**src/rtl/irs_multi_buffer_manager.sv**
```systemverilog
// IRS multi-buffer manager: per-buffer lock counters, post-lock sampling window
// and round-robin selection of the next free write buffer (pauses when none is free).
module irs_multi_buffer_manager #(
  parameter int ADDR_BITS        = 9,
  parameter int BUF_BITS         = 2,
  parameter int CNT_BITS         = ADDR_BITS - BUF_BITS + 1,
  parameter int POST_LOCK_CYCLES = 100
) (
  input  logic                  clk_i,
  input  logic                  rst_n_i,
  input  logic [ADDR_BITS-1:0]  lock_address_i,
  input  logic                  lock_i,
  input  logic                  lock_strobe_i,
  output logic                  lock_ack_o,
  input  logic [ADDR_BITS-1:0]  free_address_i,
  input  logic                  free_strobe_i,
  output logic                  free_ack_o,
  output logic [BUF_BITS-1:0]   write_buffer_o,
  output logic                  buffer_switch_o,
  output logic                  irs_pause_o,
  output logic [BUF_BITS:0]     free_buffers_o,
  output logic                  lock_err_o,
  output logic [7:0]            debug_o
);

  localparam int NBUF = 2 ** BUF_BITS;
  localparam logic [CNT_BITS-1:0] CNT_ONE = CNT_BITS'(1);
  localparam logic [CNT_BITS-1:0] CNT_TWO = CNT_BITS'(2);
  localparam logic [7:0] WAIT_END = 8'(POST_LOCK_CYCLES);

  typedef enum logic [1:0] {
    ST_WRITE    = 2'd0,
    ST_POSTLOCK = 2'd1,
    ST_PAUSED   = 2'd2
  } state_t;

  state_t               state, state_next;
  logic [7:0]           wait_cnt, wait_next;
  logic [BUF_BITS-1:0]  wb_next;
  logic                 switch_next;
  logic                 pause_next;

  logic [CNT_BITS-1:0]  cnt      [NBUF];
  logic [CNT_BITS-1:0]  cnt_next [NBUF];
  logic [NBUF-1:0]      step_err;
  logic [BUF_BITS:0]    free_next;

  logic [BUF_BITS-1:0]  lock_buf, free_buf;
  logic                 lock_hit;
  logic                 found;
  logic [BUF_BITS-1:0]  pick;
  logic [BUF_BITS-1:0]  idx;

  logic [1:0]           dbg_buf;
  logic [3:0]           dbg_cnt;

  // Saturating counter step: returns {blocked, new_count}. A lock and a
  // release in the same cycle cancel; a double release floors at zero.
  function automatic logic [CNT_BITS:0] sat_step(input logic [CNT_BITS-1:0] c,
                                                 input logic inc,
                                                 input logic [1:0] dec);
    logic [CNT_BITS-1:0] r;
    logic                err;
    r   = c;
    err = 1'b0;
    if (inc && dec == 2'd0) begin
      if (&c) err = 1'b1;
      else    r   = c + CNT_ONE;
    end else if ((inc && dec == 2'd2) || (!inc && dec == 2'd1)) begin
      if (c == '0) err = 1'b1;
      else         r   = c - CNT_ONE;
    end else if (!inc && dec == 2'd2) begin
      if (c >= CNT_TWO) begin
        r = c - CNT_TWO;
      end else begin
        r   = '0;
        err = 1'b1;
      end
    end
    return {err, r};
  endfunction

  assign lock_buf = lock_address_i[ADDR_BITS-1 -: BUF_BITS];
  assign free_buf = free_address_i[ADDR_BITS-1 -: BUF_BITS];
  assign lock_hit = lock_strobe_i & lock_i & (lock_buf == write_buffer_o);

  always_comb begin
    logic       inc;
    logic [1:0] dec;
    free_next = '0;
    for (int i = 0; i < NBUF; i++) begin
      inc = lock_strobe_i & lock_i & (lock_buf == BUF_BITS'(i));
      dec = {1'b0, lock_strobe_i & ~lock_i & (lock_buf == BUF_BITS'(i))}
          + {1'b0, free_strobe_i & (free_buf == BUF_BITS'(i))};
      {step_err[i], cnt_next[i]} = sat_step(cnt[i], inc, dec);
      if (cnt_next[i] == '0) free_next = free_next + 1'b1;
    end
  end

  // Round-robin search from the buffer after the current one; the current
  // buffer is visited last. Iterating backwards lets the nearest hit win.
  always_comb begin
    found = 1'b0;
    pick  = write_buffer_o;
    idx   = write_buffer_o;
    for (int k = NBUF; k >= 1; k--) begin
      idx = write_buffer_o + BUF_BITS'(k);
      if (cnt[idx] == '0) begin
        found = 1'b1;
        pick  = idx;
      end
    end
  end

  always_comb begin
    state_next  = state;
    wait_next   = wait_cnt;
    wb_next     = write_buffer_o;
    switch_next = 1'b0;
    pause_next  = 1'b0;
    case (state)
      ST_WRITE: begin
        if (lock_hit) begin
          state_next = ST_POSTLOCK;
          wait_next  = '0;
        end
      end
      ST_POSTLOCK: begin
        if (wait_cnt == WAIT_END) begin
          if (cnt[write_buffer_o] == '0) begin
            state_next = ST_WRITE;
          end else if (found) begin
            wb_next     = pick;
            switch_next = 1'b1;
            state_next  = ST_WRITE;
          end else begin
            state_next = ST_PAUSED;
            pause_next = 1'b1;
          end
        end else begin
          wait_next = wait_cnt + 8'd1;
        end
      end
      ST_PAUSED: begin
        pause_next = 1'b1;
        if (found) begin
          wb_next     = pick;
          switch_next = (pick != write_buffer_o);
          pause_next  = 1'b0;
          state_next  = ST_WRITE;
        end
      end
      default: begin
        state_next = ST_WRITE;
      end
    endcase
  end

  // Registered stage: counters, FSM, acks and status outputs
  always_ff @(posedge clk_i or negedge rst_n_i) begin
    if (!rst_n_i) begin
      for (int i = 0; i < NBUF; i++) cnt[i] <= '0;
      state           <= ST_WRITE;
      wait_cnt        <= '0;
      write_buffer_o  <= '0;
      buffer_switch_o <= 1'b0;
      irs_pause_o     <= 1'b0;
      free_buffers_o  <= '0;
      lock_err_o      <= 1'b0;
      lock_ack_o      <= 1'b0;
      free_ack_o      <= 1'b0;
    end else begin
      for (int i = 0; i < NBUF; i++) cnt[i] <= cnt_next[i];
      state           <= state_next;
      wait_cnt        <= wait_next;
      write_buffer_o  <= wb_next;
      buffer_switch_o <= switch_next;
      irs_pause_o     <= pause_next;
      free_buffers_o  <= free_next;
      lock_err_o      <= lock_err_o | (|step_err);
      lock_ack_o      <= lock_strobe_i;
      free_ack_o      <= free_strobe_i;
    end
  end

  always_comb begin
    dbg_buf = 2'(write_buffer_o);
    dbg_cnt = 4'(cnt[write_buffer_o]);
  end

  assign debug_o = {state, dbg_buf, dbg_cnt};

endmodule

```
**config.mk**
```make
export PLATFORM = sky130hd
export DESIGN_NAME = irs_multi_buffer_manager
export DESIGN_NICKNAME = d
export VERILOG_FILES = /design/src/rtl/irs_multi_buffer_manager.sv
export SDC_FILE = /design/constraint.sdc
export NUM_CORES = 1
export LEC_CHECK = 0
export CORE_AREA = 4 4 100 102
export CTS_CLUSTER_SIZE = 30
export DETAILED_ROUTE_END_ITERATION = 10
export DIE_AREA = 0 0 104 106
export GPL_ROUTABILITY_DRIVEN = 0
export GPL_TIMING_DRIVEN = 1
export PLACE_DENSITY = 0.84
export SLEW_MARGIN = 20
export SYNTH_ARGS = -nofsm -noshare
export SYNTH_HDL_FRONTEND = slang
export SYNTH_SLANG_ARGS = --single-unit
```
**constraint.sdc**
```tcl
create_clock -name clk_i -period 7.2 [get_ports clk_i]
set_clock_uncertainty 0.1 [all_clocks]
set_input_delay 1.08 -clock clk_i [delete_from_list [all_inputs] [get_ports clk_i]]
set_output_delay 1.08 -clock clk_i [all_outputs]
set_load 0.05 [all_outputs]
```
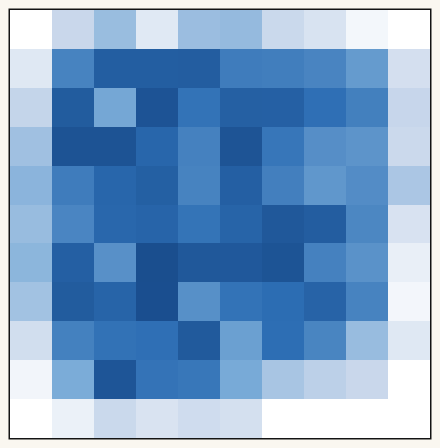
Fig. 1. Local utilization (run 1).
10 x 11 tiles, from white (low) to dark blue (high), 0 to 100% covered.
densest ninth of the die = middle
mean over tiles = 53%
emptiest ninth of the die = bottom right
nearly empty tiles = 7.3%
fullest tile = 88%
core outline area: 9109 µm²
final design utilization: 0.6545

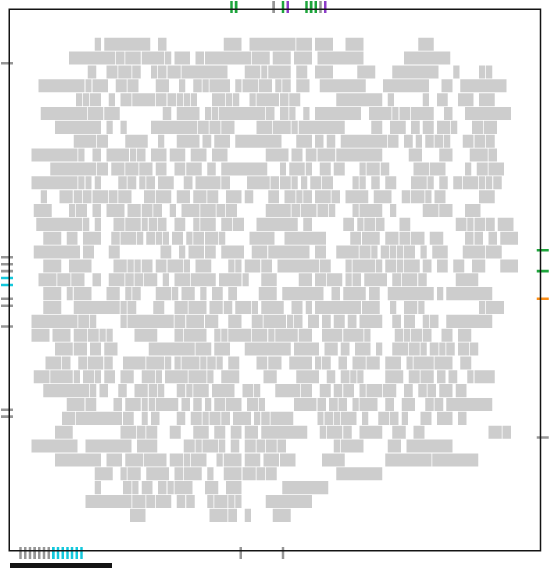
Fig. 2. Pin map (run 1).
Bar = 20 µm. Pins as bars across the die edge, other pins in gray.
lock_address_i -> cyan  # pins 9, direction input, edge 7 bottom, 2 left
write_buffer_o -> purple  # pins 2, direction output, edge top
debug_o -> green  # pins 8, direction output, edge 6 top, 2 right
lock_err_o -> orange  # pins 1, direction output, edge right
number of port buffers: 26
die outline width: 104 µm
Vert. Die Dim: 106 µm

==> summary.rpt, run 1 <==
PHYSICAL IMPLEMENTATION REPORT
----------------------------------------------------
[Status]
  Run status ........................ complete, no violations

[Finish]
  Number of antenna cells inserted ........................ 0
  Layout Cell Area excl Fill ........................ 5962 µm²
  Fraction of final layout cells sized beyond drive strength 1 ........................ 0.06137
  Number of nets in the finished design ........................ between 700 and 800
  Area growth from synthesis to layout ........................ 5.607%

[Synth]
  Top cell type by instance count after synthesis ........................ nand2_1
  Seq share, synth ........................ 0.2305
  Post-synthesis cell type with the largest combined area ........................ dfrtp_1
  Number of synthesis warnings ........................ 0
  Post-synthesis cell area ........................ 5645 µm²
  Proportion of netlist area held by the largest area contributor ........................ 0.2305
  Ys async rst share ........................ 1.000
  Instance count of the mapped netlist ........................ 726
  Post-synth area hogs ........................ dfrtp_1, ha_1, nand2_1, o21ai_0, a21oi_1
  Syn avg cell area ........................ 7.776 µm²
  Number of flops mapped to enable cells by yosys ........................ 0
  Synth top cells by count ........................ nand2_1, dfrtp_1, nor2_1, inv_1
  Unique cell types ........................ 79
  Synthesized netlist net count ........................ 793
  Number of cell instances after yosys synthesis ........................ 726
  Most instantiated flip-flop cell in the synthesis netlist ........................ dfrtp_1

[Global routing]
  Global-route usage over all layers ........................ 0.2784
  Maximum number of pins on one net before global-route repair ........................ 53
  Overflow left after global routing ........................ 0
  Number of global-route vias before repair ........................ 5421

[Drt]
  First-pass detailed-route iteration total ........................ 6
  # DRC ........................ 0
  Total routed wirelength ........................ 15700 µm
  Initial detailed-routing violation count ........................ 520
  Total number of vias ........................ 5900
  Mean routed wirelength per cell ........................ between 15 and 20 µm

[Worst setup path]
  Register-to-register setup slack ........................ 1840 ps
  Max FO, Critical Path ........................ 12
  End of the worst register-to-register path ........................ free_buffers_o[1]
  Endpoint kind of the worst setup timing path ........................ flip-flop
  Reg2Reg Launch Point ........................ cnt[30]
  Critical Path Source Type ........................ input pin
  Crit. Startpoint ........................ free_strobe_i
  Register-to-Register Path Depth ........................ 15
  Type of the worst setup path ........................ in2reg
  Worst setup endpoint ........................ free_buffers_o[1]

[STA]
  Final critical path time including I/O delays and setup ........................ 6559 ps
  Setup repair after global routing missed its margin ........................ no
  Final Hold Violating Endpoints ........................ 0
  Worst Tran Pin Value ........................ a little over 800 ps
  Final period utilization ........................ 0.9110
  Slew Limit Headroom ........................ 0.4419
  Worst Setup Slack, final ........................ between 600 and 700 ps
  Total count of max-transition violations in the final report ........................ 0
  Timing-limited maximum frequency ........................ between 150 and 200 MHz

[Placed design]
  DP Worst Slack ........................ 456.8 ps
  Half-perimeter wire length after detailed placement ........................ 11660 µm
  Placed inst area ........................ 5874 µm²

[Pwr]
  Power density cells ........................ 330.0 nW/µm²
  Worst ir drop on vdd ........................ 231.1 µV
  Leakage Power ........................ ~0.0024 µW

[Worst hold path]
  Tightest Hold Check Type ........................ reg2reg

[CTS]
  Count of instances resized after the clock tree is built ........................ 0
  Count of clock tree sinks ........................ 52
  Later-pin clock latency in the skew report ........................ 320 ps
  Htree depth ........................ 2
  Number of buffers on the longest clock path ........................ 2
  Hold_buf cts ........................ 0
  TritonCTS clock tree ........................ built
  Number of buffers added by the clock tree synthesis step ........................ 5

[Flow run]
  Log Warnings ........................ 68

[Die]
  Top-level port count ........................ 41
  Die Area ........................ 11020 µm²
  FP Core Util ........................ 0.6198

----------------------------------------------------
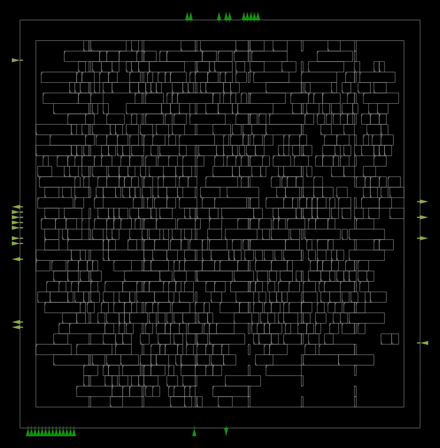
Fig. 3. Placement view (run 1).
num rows: 35
seq_cells: 52
count of placed standard cells in the final layout, fillers left out: 828
Filler Cell Count: 798
count of inserted tapcells: 111

==> run 1: final cells by class <==
class	instances	area, µm²	share of cell area
Multi-Input combinational cell	580	3965	0.6651
Sequential cell	52	1301	0.2183
Inverter	45	168.9	0.02833
Tap cell	111	138.9	0.02329
Clock inverter	3	18.77	0.003148
Timing Repair Buffer	32	300.3	0.05037
Clock buffer	5	68.82	0.01154
==> run 1: worst max-delay path: stages <==
cell,delay (ps)
clkdlybuf4s50_1,590
or3b_2,480
ha_1,310
mux2i_2,490
nor2_1,260
a221oi_1,400
nand2_1,100
a221o_1,330
or4_1,560
nor4_1,500
ha_1,400
nor4_1,370
nand2_1,90
nand2_1,80
ha_1,110
or4b_1,440
o31ai_1,90
==> run 1: how the worst min path moves through the flow <==
stage / start / cells past startpoint / slack (ps) / endpoint
after global placement: wait_cnt[6] / 2 / 430 / wait_cnt[6]
after floorplan: wait_cnt[6] / 2 / 400 / wait_cnt[6]
after detailed placement: lock_err_o / 2 / 440 / lock_err_o
after global routing: lock_err_o / 2 / 490 / lock_err_o
after CTS: lock_err_o / 2 / 470 / lock_err_o
final: wait_cnt[6] / 2 / 460 / wait_cnt[6]
==> run 1: report_power, final <==
group	switching (µW)	internal, µW	total [µW]
Sequential	278	387	664
Combinational	696	436	1130
Clock	103	68.1	171
==> run 1: flip-flops by register name (all words and copies together), names as in the netlist <==
signal and flops:
irs_pause_o 1, cnt 32, lock_err_o 1, lock_ack_o 1, wait_cnt 8, buffer_switch_o 1
write_buffer_o 2, state 2, free_buffers_o 3, free_ack_o 1
==> run 1: stage by stage <==
step | hold WS, ps | total power (µW) | util
after CTS | 467.5 | 1940 | 0.6545
after global placement | 427.0 | 1712 | 0.6449
final | 460.8 | 1967 | 0.6545
after global routing | 488.3 | 2117 | 0.6545
after floorplan | 404.9 | 1455 | -
after detailed placement | 441.9 | 1763 | 0.6449
==> run 1: cell usage in the layout (no fill, tap or decap), types with 23 or more instances in the layout <==
cell,count
a21oi_1,36
clkdlybuf4s50_1,25
nand2_1,64
nor4_1,23
nor3_1,28
nor2_1,48
o21ai_0,44
inv_1,45
dfrtp_1,52
ha_1,44
==> run 1: metal layers <==
layer / part of all wire / track usage / wire, µm
met5: 0 / 0 / 0
met4: 0.028 / 0.09972 / 442
met1: 0.43 / 0.3704 / 6723
met2: 0.46 / 0.4643 / 7203
met3: 0.085 / 0.03886 / 1331
==> run 1: cell families (layout without fill, tap and decap cells) <==
logic type               after synthesis  count (layout)  synth area share
adder cells (fa/ha/maj)               44              44           0.09752
AND/OR/NAND/NOR                      304             304            0.2950
buffers and inverters                 94              85           0.06715
XOR/XNOR                              12              12           0.01862
AND-OR/OR-AND                        204             204            0.2504
multiplexers                          16              16           0.04078
flip-flops                            52              52            0.2305
==> run 2, diff against run 1 <==
--- a/config.mk
+++ b/config.mk
@@ -5,6 +5,7 @@
 export SDC_FILE = /design/constraint.sdc
 export NUM_CORES = 1
 export LEC_CHECK = 0
+export CAP_MARGIN = 5
 export CORE_AREA = 4 4 100 102
 export CTS_CLUSTER_SIZE = 30
 export DETAILED_ROUTE_END_ITERATION = 10
@@ -16,3 +17,4 @@
 export SYNTH_ARGS = -nofsm -noshare
 export SYNTH_HDL_FRONTEND = slang
 export SYNTH_SLANG_ARGS = --single-unit
+export TNS_END_PERCENT = 5
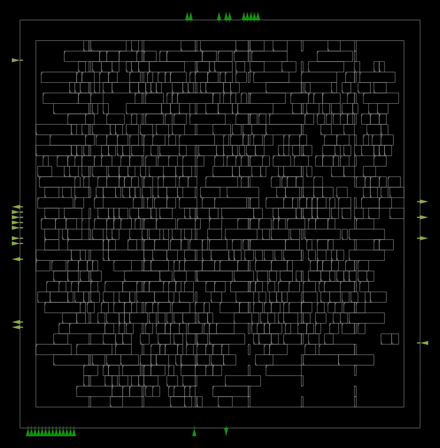
Fig. 4. Placement view (run 2).
Seq area share: 0.2183

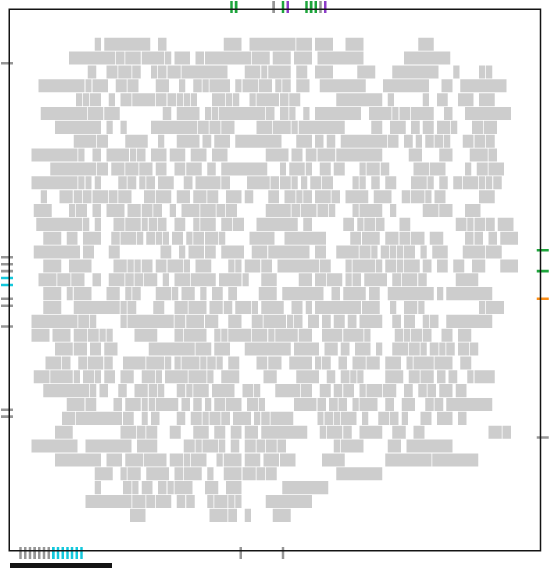
Fig. 5. Pin map (run 2).
Bar = 20 µm. Pins as bars across the die edge, other pins in gray.

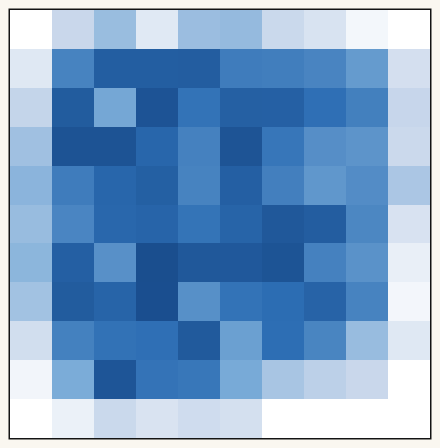
Fig. 6. Local utilization (run 2).
10 x 11 tiles, from white (low) to dark blue (high), 0 to 100% covered.
mean over tiles = 53%
emptiest ninth of the die = bottom right
nearly empty tiles = 7.3%

==> run 2 against run 1 <==
Register-to-register slack barely moved. Hold slack is the same. Die area unchanged. Sequential cell count unchanged. Wire length did not move. Power stayed put. Cell count stayed put. Clock-buffer cell count unchanged. Sequential power hardly changed. Clock power about the same. Critical path type unchanged.
==> summary.rpt, run 2 <==
PHYSICAL IMPLEMENTATION REPORT
----------------------------------------------------
[Status]
  Run status ........................ complete, no violations

[Drt]
  Total number of vias ........................ 5900
  # DRC ........................ 0
  Total routed wirelength ........................ 15700 µm
  First-pass detailed-route iteration total ........................ 6
  Mean routed wirelength per cell ........................ 18.96 µm
  Initial detailed-routing violation count ........................ 520

[CTS]
  Count of clock tree sinks ........................ 52
  Count of instances resized after the clock tree is built ........................ 0
  Number of buffers added by the clock tree synthesis step ........................ 5
  Later-pin clock latency in the skew report ........................ approximately 320 ps
  Hold_buf cts ........................ 0
  Root buffer selected by CTS ........................ clkbuf_8
  Buffer count from post-CTS setup fixing ........................ 0
  Htree depth ........................ 2
  Number of buffers on the longest clock path ........................ 2
  TritonCTS clock tree ........................ built

[Synth]
  Post-synthesis cell type with the largest combined area ........................ dfrtp_1
  Syn avg cell area ........................ 7.776 µm²
  Top cell type by instance count after synthesis ........................ nand2_1
  Post-synthesis cell area ........................ 5645 µm²
  Number of cell instances after yosys synthesis ........................ 726
  Adder-cell share of the synthesized area ........................ 0.09752
  Synthesized netlist net count ........................ 793
  Dominant combinational family ........................ simple AND/OR/NAND/NOR gates
  Seq share, synth ........................ 0.2305
  Area fraction in and, or, nand and nor cells ........................ 0.2950
  MUX area fraction ........................ 0.04078
  Ys async rst share ........................ 1.000
  Post-synth area hogs ........................ dfrtp_1, ha_1, nand2_1, o21ai_0, a21oi_1
  Number of flops mapped to enable cells by yosys ........................ 0
  Unique cell types ........................ 79
  Instance count of the mapped netlist ........................ 726
  Proportion of netlist area held by the largest area contributor ........................ 0.2305
  Most instantiated flip-flop cell in the synthesis netlist ........................ dfrtp_1
  XOR/XNOR share of the synthesized area ........................ 0.01862
  Synth top cells by count ........................ nand2_1, dfrtp_1, nor2_1, inv_1
  And-or/or-and share of the synthesized area ........................ 0.2504
  Number of synthesis warnings ........................ 0

[Placed design]
  Half-perimeter wire length after detailed placement ........................ approximately 12000 µm
  Number of port buffers ........................ 26
  Placed inst area ........................ 5874 µm²

[Worst setup path]
  Endpoint kind of the worst setup timing path ........................ flip-flop
  Bufs and invs on worst path ........................ 1
  Critical Path Source Type ........................ input pin
  Register-to-Register Path Depth ........................ 15
  Max FO, Critical Path ........................ 12
  Register-to-register setup slack ........................ 1840 ps
  Worst path slowest cell ........................ clkdlybuf4s50_1
  End of the worst register-to-register path ........................ free_buffers_o[1]
  Type of the worst setup path ........................ in2reg
  Reg2Reg Launch Point ........................ cnt[30]
  Slowest stage delay, CP ........................ 590 ps

[Finish]
  Filler Cell Count ........................ 798
  Commonest non-fill, non-tap cells in the layout ........................ nand2_1, dfrtp_1, nor2_1, inv_1
  Layout Cell Area excl Fill ........................ 5962 µm²
  Number of nets in the finished design ........................ 783
  Final design utilization ........................ 0.6545
  Count of placed standard cells in the final layout, fillers left out ........................ 828
  Number of antenna cells inserted ........................ 0
  Largest reg by FF count ........................ cnt
  Area growth from synthesis to layout ........................ 5.607%
  Most numerous logic cell after layout ........................ nand2_1
  Fraction of final layout cells sized beyond drive strength 1 ........................ 0.06137
  Biggest regs ........................ cnt (32), wait_cnt (8), free_buffers_o (3)

[Die]
  FP Core Util ........................ 0.6198
  Die outline width ........................ 104 µm
  Top-level port count ........................ 41
  Die Area ........................ 11020 µm²
  Core outline area ........................ ~9100 µm²
  Num rows ........................ 35

[STA]
  Worst slack on hold paths ........................ 460.8 ps
  Setup repair after global routing missed its margin ........................ no
  Total count of max-transition violations in the final report ........................ 0
  Worst Tran Pin Value ........................ around 820 ps
  Timing-limited maximum frequency ........................ 152.5 MHz
  Final Hold Violating Endpoints ........................ 0
  Final period utilization ........................ 0.9110
  Final critical path time including I/O delays and setup ........................ 6559 ps
  Slew Limit Headroom ........................ 0.4419

[Flow run]
  Log Warnings ........................ 68

[Global routing]
  Global-route usage over all layers ........................ 0.2784
  Number of global-route vias before repair ........................ 5421
  Overflow left after global routing ........................ 0
  Wire length of the first global-routing pass ........................ 25880 µm
  Number of antenna violations at the first check in global routing ........................ 0

[Worst hold path]
  Count of cells along the worst hold path ........................ 2
  Tightest Hold Check Type ........................ reg2reg
  Worst Min Path Start ........................ wait_cnt[6]

[Pwr]
  Leakage Power ........................ 0.002422 µW
  Power density cells ........................ 330.0 nW/µm²
  Worst ir drop on vdd ........................ 231.1 µV

----------------------------------------------------
-- run 2: layout make-up --
type	instances	area [µm²]	share of cell area
multi-input combinational	580	3965	0.6651
sequential	52	1301	0.2183
timing repair buffer	32	300.3	0.05037
inverter	45	168.9	0.02833
tap	111	138.9	0.02329
clock buffer	5	68.82	0.01154
clock inverter	3	18.77	0.003148
-- run 2: where the power goes --
| group | internal [µW] | total [µW] | leakage [µW] | switching (µW) |
|---|---|---|---|---|
| combinational | 436 | 1130 | 0.00172 | 696 |
| sequential | 387 | 664 | 0.000652 | 278 |
| clock | 68.1 | 171 | 0.0000479 | 103 |
-- run 2: how the worst max path moves through the flow --
| stage | from | endpoint | slack, ps | cells after the start |
|---|---|---|---|---|
| 4_1_cts | free_strobe_i | free_buffers_o[1] | 790 | 17 |
| 5_1_grt | free_strobe_i | free_buffers_o[2] | 410 | 17 |
| 2_1_floorplan | lock_i | free_buffers_o[1] | 1760 | 19 |
| 6_report | free_strobe_i | free_buffers_o[1] | 640 | 17 |
| 3_5_place_dp | free_strobe_i | free_buffers_o[1] | 460 | 17 |
| 3_3_place_gp | free_strobe_i | free_buffers_o[1] | 620 | 17 |
-- run 2: tightest hold or removal path, delay by kind of cell, from the launching register on --
family | cells | cell delay (ps)
and+or+nand+nor | 1 | 80
xor gates and xnor gates | 1 | 70
DFF | 1 | 370
-- run 2: kinds of logic after synthesis --
logic type / after synthesis
and+or+nand+nor: 304
AOI/OAI and AO/OA: 204
buffers and inverters: 94
DFF: 52
adders and majority gates: 44
muxes: 16
xor gates and xnor gates: 12
-- run 2: metal layers --
metal / vias to the layer above / part of all wire / GRT usage
met5: - / 0 / 0
met3: 57 / 0.085 / 0.03886
met2: 319 / 0.46 / 0.4643
met1: 2791 / 0.43 / 0.3704
met4: 0 / 0.028 / 0.09972
li1: 2733 / - / -
-- run 2: through the flow --
stage | power, µW | worst slack (ps)
final | 1967 | 641.0
after global routing | 2117 | 409.5
after CTS | 1940 | 787.9
after detailed placement | 1763 | 456.8
after global placement | 1712 | 622.8
after floorplan | 1455 | 1758
Power and IR drop assume default switching activity.
